## config.mk

```make
export PLATFORM = sky130hd
export DESIGN_NAME = fetch_unit_flat
export DESIGN_NICKNAME = d
export VERILOG_FILES = /design/src/rtl/fetch_unit_pkg.sv /design/src/rtl/fetch_unit_if.sv /design/src/rtl/fetch_unit_pc_next.sv /design/src/rtl/fetch_unit.sv /design/src/flat_wrapper.sv
export SDC_FILE = /design/constraint.sdc
export NUM_CORES = 1
export LEC_CHECK = 0
export ABC_AREA = 1
export CAP_MARGIN = 10
export CELL_PAD_IN_SITES_DETAIL_PLACEMENT = 0
export CELL_PAD_IN_SITES_GLOBAL_PLACEMENT = 1
export CORE_ASPECT_RATIO = 0.75
export CORE_MARGIN = 5
export CORE_UTILIZATION = 45
export DETAILED_ROUTE_END_ITERATION = 10
export HOLD_SLACK_MARGIN = 0.06
export PLACE_DENSITY_LB_ADDON = 0.1
export SKIP_CTS_REPAIR_TIMING = 1
export SKIP_LAST_GASP = 1
export SLEW_MARGIN = 10
export SYNTH_ARGS = -nofsm -noshare
export SYNTH_HDL_FRONTEND = slang
export SYNTH_SLANG_ARGS = --single-unit
```

## constraint.sdc

```tcl
create_clock -name clk_cpu -period 2.1 [get_ports clk_cpu]
set_input_delay 0.42 -clock clk_cpu [delete_from_list [all_inputs] [get_ports clk_cpu]]
set_output_delay 0.42 -clock clk_cpu [all_outputs]
set_load 0.1 [all_outputs]
```

## src/rtl/fetch_unit_pkg.sv

```systemverilog
// fetch_unit_pkg: shared opcode constants and instruction layout for the fetch unit and decoder.
//   OP_NOP / OP_JNC / OP_JMP : opcodes the fetch unit acts on
//   instr_t                  : {op[3:0], im[3:0]} program-memory word
package fetch_unit_pkg;
  localparam logic [3:0] OP_NOP = 4'h0;
  localparam logic [3:0] OP_JNC = 4'hE;
  localparam logic [3:0] OP_JMP = 4'hF;
  typedef struct packed {
    logic [3:0] op;
    logic [3:0] im;
  } instr_t;
  // A jump onto its own address can never make progress, so it means "halt".
  function automatic logic is_halt(instr_t i, logic [3:0] pc);
    return i.op == OP_JMP && i.im == pc;
  endfunction
endpackage

```

## src/rtl/fetch_unit_if.sv

```systemverilog
// fetch_unit_if: program-load bus and instruction-issue bus of the fetch unit.
//   prog_we/prog_addr/prog_data : program-memory write port (driven by master)
//   op_out/im_out/valid_out     : issued instruction (driven by slave)
interface fetch_unit_if;
  logic       prog_we;
  logic [3:0] prog_addr;
  logic [7:0] prog_data;
  logic [3:0] op_out;
  logic [3:0] im_out;
  logic       valid_out;
  modport master (output prog_we, prog_addr, prog_data, input op_out, im_out, valid_out);
  modport slave (input prog_we, prog_addr, prog_data, output op_out, im_out, valid_out);
endinterface

```

## src/rtl/fetch_unit_pc_next.sv

```systemverilog
// pc_next: combinational next-PC and halt detection for the instruction at pc.
//   pc       : current program counter
//   instr    : instruction fetched from pc
//   carry_in : CPU carry flag (JNC branches when it is 0)
//   next_pc  : address of the following fetch
//   halt     : instruction is a jump onto itself
module pc_next
  import fetch_unit_pkg::*;
(
  input  logic [3:0] pc,
  input  instr_t     instr,
  input  logic       carry_in,
  output logic [3:0] next_pc,
  output logic       halt
);
  logic take;
  assign take    = instr.op == OP_JMP || (instr.op == OP_JNC && !carry_in);
  assign next_pc = take ? instr.im : pc + 4'd1;
  assign halt    = is_halt(instr, pc);
endmodule

```

## src/rtl/fetch_unit.sv

```systemverilog
// fetch_unit: 16x8 program memory plus IDLE/RUN/STEP/HALT sequencer issuing one instruction per cycle.
//   clk_cpu, reset_n     : clock and asynchronous active-low reset
//   run, step, pc_clr    : continuous run level, single-issue request, PC clear (IDLE only)
//   carry_in             : carry flag consumed by JNC in its issue cycle
//   bus (slave)          : program write port in, issued op/im/valid out
//   pc_out, halted       : address of next fetch, high while halted
module fetch_unit
  import fetch_unit_pkg::*;
(
  input  logic         clk_cpu,
  input  logic         reset_n,
  input  logic         run,
  input  logic         step,
  input  logic         pc_clr,
  input  logic         carry_in,
  fetch_unit_if.slave  bus,
  output logic [3:0]   pc_out,
  output logic         halted
);
  typedef enum logic [1:0] {S_IDLE, S_RUN, S_STEP, S_HALT} state_t;
  state_t     state_q, state_d;
  logic [7:0] mem_q [16];
  logic [7:0] mem_d [16];
  logic [3:0] pc_q, pc_d, op_q, op_d, im_q, im_d;
  logic       valid_q, valid_d, halted_q, halted_d;
  logic [3:0] npc;
  logic       halt, issue, idle;
  instr_t     cur;
  assign cur = instr_t'(mem_q[pc_q]);
  pc_next u_pc_next (
    .pc      (pc_q),
    .instr   (cur),
    .carry_in(carry_in),
    .next_pc (npc),
    .halt    (halt)
  );
  always_comb begin
    idle  = state_q == S_IDLE;
    // RUN falling back to IDLE because run dropped must not issue.
    issue = (state_q == S_RUN && run) || state_q == S_STEP;
    state_d = idle ? (run ? S_RUN : step ? S_STEP : S_IDLE)
            : state_q == S_RUN ? (!run ? S_IDLE : halt ? S_HALT : S_RUN)
            : state_q == S_STEP ? S_IDLE
            : (run ? S_HALT : S_IDLE);
    pc_d     = issue ? npc : (idle && pc_clr) ? 4'd0 : pc_q;
    op_d     = issue ? cur.op : op_q;
    im_d     = issue ? cur.im : im_q;
    valid_d  = issue;
    halted_d = state_d == S_HALT;
    mem_d = mem_q;
    if (idle && bus.prog_we) mem_d[bus.prog_addr] = bus.prog_data;
  end
  always_ff @(posedge clk_cpu or negedge reset_n)
    if (!reset_n) begin
      state_q  <= S_IDLE;
      pc_q     <= '0;
      op_q     <= '0;
      im_q     <= '0;
      valid_q  <= 1'b0;
      halted_q <= 1'b0;
      mem_q    <= '{default: 8'h00};
    end else begin
      state_q  <= state_d;
      pc_q     <= pc_d;
      op_q     <= op_d;
      im_q     <= im_d;
      valid_q  <= valid_d;
      halted_q <= halted_d;
      mem_q    <= mem_d;
    end
  assign bus.op_out    = op_q;
  assign bus.im_out    = im_q;
  assign bus.valid_out = valid_q;
  assign pc_out        = pc_q;
  assign halted        = halted_q;
endmodule

```

## src/flat_wrapper.sv

```systemverilog
// flat-port wrapper written by rule: the top's interface ports become plain ports
module fetch_unit_flat import fetch_unit_pkg::*;
  (clk_cpu, reset_n, run, step, pc_clr, carry_in, pc_out, halted, bus_prog_we, bus_prog_addr, bus_prog_data, bus_op_out, bus_im_out, bus_valid_out);
  fetch_unit_if bus_i ();
  input  logic clk_cpu;
  input  logic reset_n;
  input  logic run;
  input  logic step;
  input  logic pc_clr;
  input  logic carry_in;
  output logic [3:0] pc_out;
  output logic halted;
  input wire logic [$bits(bus_i.prog_we)-1:0] bus_prog_we;
  input wire logic [$bits(bus_i.prog_addr)-1:0] bus_prog_addr;
  input wire logic [$bits(bus_i.prog_data)-1:0] bus_prog_data;
  output wire logic [$bits(bus_i.op_out)-1:0] bus_op_out;
  output wire logic [$bits(bus_i.im_out)-1:0] bus_im_out;
  output wire logic [$bits(bus_i.valid_out)-1:0] bus_valid_out;
  assign bus_i.prog_we = bus_prog_we;
  assign bus_i.prog_addr = bus_prog_addr;
  assign bus_i.prog_data = bus_prog_data;
  assign bus_op_out = bus_i.op_out;
  assign bus_im_out = bus_i.im_out;
  assign bus_valid_out = bus_i.valid_out;
  fetch_unit u_core (.clk_cpu(clk_cpu), .reset_n(reset_n), .run(run), .step(step), .pc_clr(pc_clr), .carry_in(carry_in), .bus(bus_i), .pc_out(pc_out), .halted(halted));
endmodule
```

run_1/density.png
15 x 12 tiles, from white (low) to dark blue (high), 0 to 100% covered.
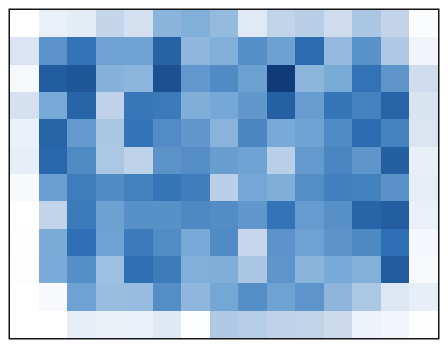
The mean over all tiles is 46%. 8.9% of the tiles are over 75% full. The fullest tile reaches 95%. 5.6% of the tiles are nearly empty.

run_1/registers.png
Other sequential cells in the stronger grey, the rest of the logic in the fainter grey.
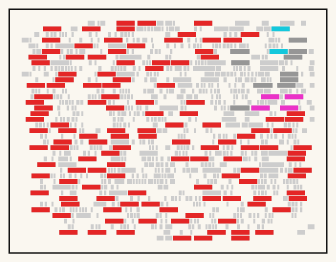
u_core.state_q: drawn in cyan, placed flops 2. u_core.mem_q: drawn in red, placed flops 128, where all over the die. u_core.bus.op_out: drawn in magenta, placed flops 4.
sequential cell area: 3607 µm²
fraction of area in registers: 43.17%

==> run summary, run 1 <==
fresh numbers from the pnr run: cell count along the critical path=12, Worst Hold Launch=u_core.mem_q[97]$_DFFE_PN0P_, drt wl/cell=17.52 µm, hpwl dp=12960 µm, die width=152.0 µm, most numerous logic cell after layout=nand2_1, hold depth=2, # clk buffers=28, Placed Instances=between 1000 and 1500, n_taps=between 200 and 250, Mean Syn Cell Area=between 7 and 8 µm², Synth Instances=around 880, ys cells=about 880, worst-case clock buffer depth=2, initial DRC count=just over 600, GRT Total Usage=around 23%, Synth top cell by count=nand2_1, Routed Antenna Nets=0, Synth area leader=dfrtp_1, crit start category=register, CTS HTree Levels=4, Leakage Power=roughly 4.0 nW, crit path cell chain=clkinv_4, buf_12, nand2_1, nand3_2, nand3_2, nand3_2, nand2_1, nand2_1, nor2_2, nand3_1, nand3_1, nand2_1, crit share post-route=between 90% and 100%, post-route cell area=roughly 8400 µm², logic area=between 2000 and 3000 µm², WP data required=about 2.4 ns, first-pass GRT wire length=~32000 µm, buffering overhead=under 10%, Most Crowded Layer GR=met2, Worst R2R Start=u_core.pc_out[0]$_DFFE_PN0P_, Slew @ Worst Pin=0.5276 ns, Placed Area=7562 µm², Non-Filler Instances=1139, pwr/cell area=~1400 nW/µm², Logic inverters=73, Largest delay share family, worst path=simple AND/OR/NAND/NOR gates, Post-Route Skew=about 0.0035 ns, outcome=completed, Yosys Chip Area=~6800 µm², Biggest register=u_core.mem_q, synth unique cells=26, crit path DAT=roughly 2.3 ns, DRC Markers=0, Clock Sinks=144, Comb area share=about 33%, total congestion overflow=0, CP max-delay cell=dfrtp_2, CP endpoint kind=register, met2 routed WL=8775 µm, Worst IR Drop VDD=between 0.0006 and 0.0007 V, Final Critical Period=just over 2 ns, critical path class=reg -> reg, Inserted Diodes=0, Syn. warnings=0
run_1/met2.png
Cells faint in the background.
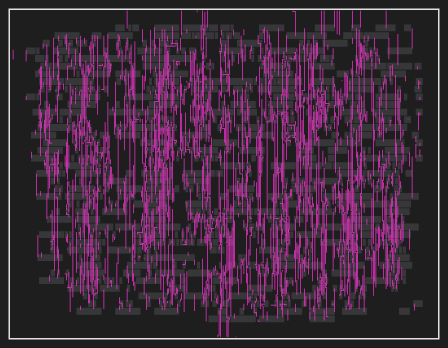
The longest straight run is 49.6 µm. 696 nets have wire on it. The layer holds 44% of the routed length. The wires run mostly vertical.
WL final: 19950 µm
routed vias: 5943
met2 Usage GRT: 34.41%

run 1: report_power, final:
| group | switching [W] | total (W) | leakage, nW | internal [W] |
|---|---|---|---|---|
| registers | 0.000383 | 0.00380 | 1.86 | 0.00342 |
| logic | 0.00320 | 0.00468 | 1.83 | 0.00148 |
| clock network | 0.00111 | 0.00317 | 0.305 | 0.00206 |
run 1: tightest hold or removal path, stage by stage (launching register included):
cell     delay (ns)
dfrtp_1        0.34
nand2_1        0.05
o21ai_0        0.05
run 1: cells by family (layout without fill, tap and decap cells):
group / after synthesis / in the layout / synth area share, %
flops: 144 / 144 / 52.93
compound gates: 176 / 176 / 13.34
fa+ha+maj: 1 / 1 / 0.1838
xor+xnor: 1 / 1 / 0.1287
buf+inv: 126 / 181 / 7.517
mux: 1 / 1 / 0.1654
simple gates: 430 / 430 / 25.73
==> run 1 -> run 2 <==
Settings changed: PLACE_DENSITY from default to 0.92, PLACE_DENSITY_LB_ADDON 0.1 to default, REMOVE_ABC_BUFFERS from default to 1.
run_2/registers.png
Other sequential cells in the stronger grey, the rest of the logic in the fainter grey.
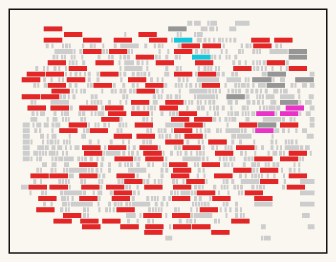
u_core.state_q: drawn in cyan, placed flops 2. u_core.bus.op_out: drawn in magenta, placed flops 4, where east. u_core.mem_q: drawn in red, placed flops 128, where all over the die.
sequential cell area: 3605 µm²
Layout Utilization: 53.85%
Seq. pwr: 0.00378 W
fraction of area in registers: 44.54%

==> run 2 against run 1 <==
Against the previous run: global-route usage decreased by 2.0 points; die size unchanged; total power shrank 4.8%; critical path depth decreased by 2; fmax grew 5.7%; first-iteration DRC count decreased by 15%; critical endpoint unchanged; largest cell class unchanged; largest power group unchanged.
==> run summary, run 2 <==
fresh numbers from the pnr run: outcome=completed, GRT Total Usage=21.16% (-2.0 points), CP endpoint kind=register, clock power share=26.9% (-0.3 points), Pwr top=combinational logic, Placed Area=7495 µm² (-0.89%), Seq pwr share=34.1% (+1.5 points), Internal=0.006645 W (-4.5%), critical path class=reg -> reg, met2 Usage GRT=32.31% (-2.1 points), routed vias=5861 (-1.4%), and+or+nand+nor area frac=25.73% (unchanged), Worst IR Drop VDD=0.0006315 V (-7.0%), Placed Instances=1097 (-0.63%), Syn. warnings=0 (unchanged), met2 routed WL=7718 µm (-12%), Clock Sinks=144 (unchanged), Max Used Layer=met4, Routed Antenna Nets=0 (unchanged), Synth top cell by count=nand2_1, Post-Route Skew=0.008806 ns (+0.005346 ns), WP data required=2.41 ns (about the same), Synth Instances=879 (unchanged), Biggest register=u_core.mem_q, cell count along the critical path=10 (-2), Inserted Diodes=0 (unchanged), drt wl/cell=15.59 µm (-11%), worst-case clock buffer depth=2 (unchanged), Top non-seq family=simple AND/OR/NAND/NOR gates, ys cells=879 (unchanged), pwr/cell area=1370 nW/µm² (-1.8%), Net Sw Power=0.004444 W (-5.4%), crit start category=register, first-pass GRT wire length=29520 µm (-6.8%), initial DRC count=515 (-15%), total congestion overflow=0 (unchanged), die area=17710 µm², crit path cell chain=buf_4, nand3_1, nand3_1, nand3_1, nand2_1, nand2_1, nor2_2, nand3_1, nand3_1, nand2_1, hold depth=2 (unchanged), area fraction in mux cells=0.1654% (unchanged), Largest delay share family, worst path=simple AND/OR/NAND/NOR gates, Comb. pwr=0.00433 W (-7.5%), CTS HTree Levels=4 (unchanged), Worst Hold Launch=u_core.mem_q[2]$_DFFE_PN0P_, Slew @ Worst Pin=0.5548 ns (+0.02724 ns), most numerous logic cell after layout=nand2_1, Worst R2R Start=u_core.pc_out[1]$_DFFE_PN0P_, yosys xor share=0.1287% (unchanged), Non-Filler Instances=1130 (-0.79%), post-route cell area=8093 µm² (-3.1%), Most Crowded Layer GR=met2, combinational share of power=39.1% (-1.1 points), Yosys Chip Area=6808 µm² (unchanged), FFs w/ async S/R, synth=100.0%, AO/OA Area Share=13.34% (unchanged), crit-path max FO=29, Final Critical Period=1.918 ns (-0.1088 ns), Synth area leader=dfrtp_1, post-synthesis adder-cell area fraction=0.1838% (unchanged), CP max-delay cell=buf_4, P_clk=0.00298 W (-6%)
-- run 2: layout make-up --
type / count / area (µm²) / area share (%)
Clock buffer: 27 / 503.0 / 6.215
Sequential cell: 144 / 3605 / 44.54
Inverter: 73 / 274.0 / 3.386
Timing Repair Buffer: 67 / 676.9 / 8.364
Clock inverter: 5 / 77.57 / 0.9586
Tap cell: 205 / 256.5 / 3.169
Multi-Input combinational cell: 609 / 2700 / 33.36
-- run 2: logic make-up (layout without fill, tap and decap cells) --
group,count (synthesis),count (layout)
AND-OR/OR-AND,176,176
XOR/XNOR,1,1
adder cells (fa/ha/maj),1,1
buffers and inverters,126,172
flip-flops,144,144
multiplexers,1,1
AND/OR/NAND/NOR,430,430
Power is estimated from default activity; no workload was simulated.
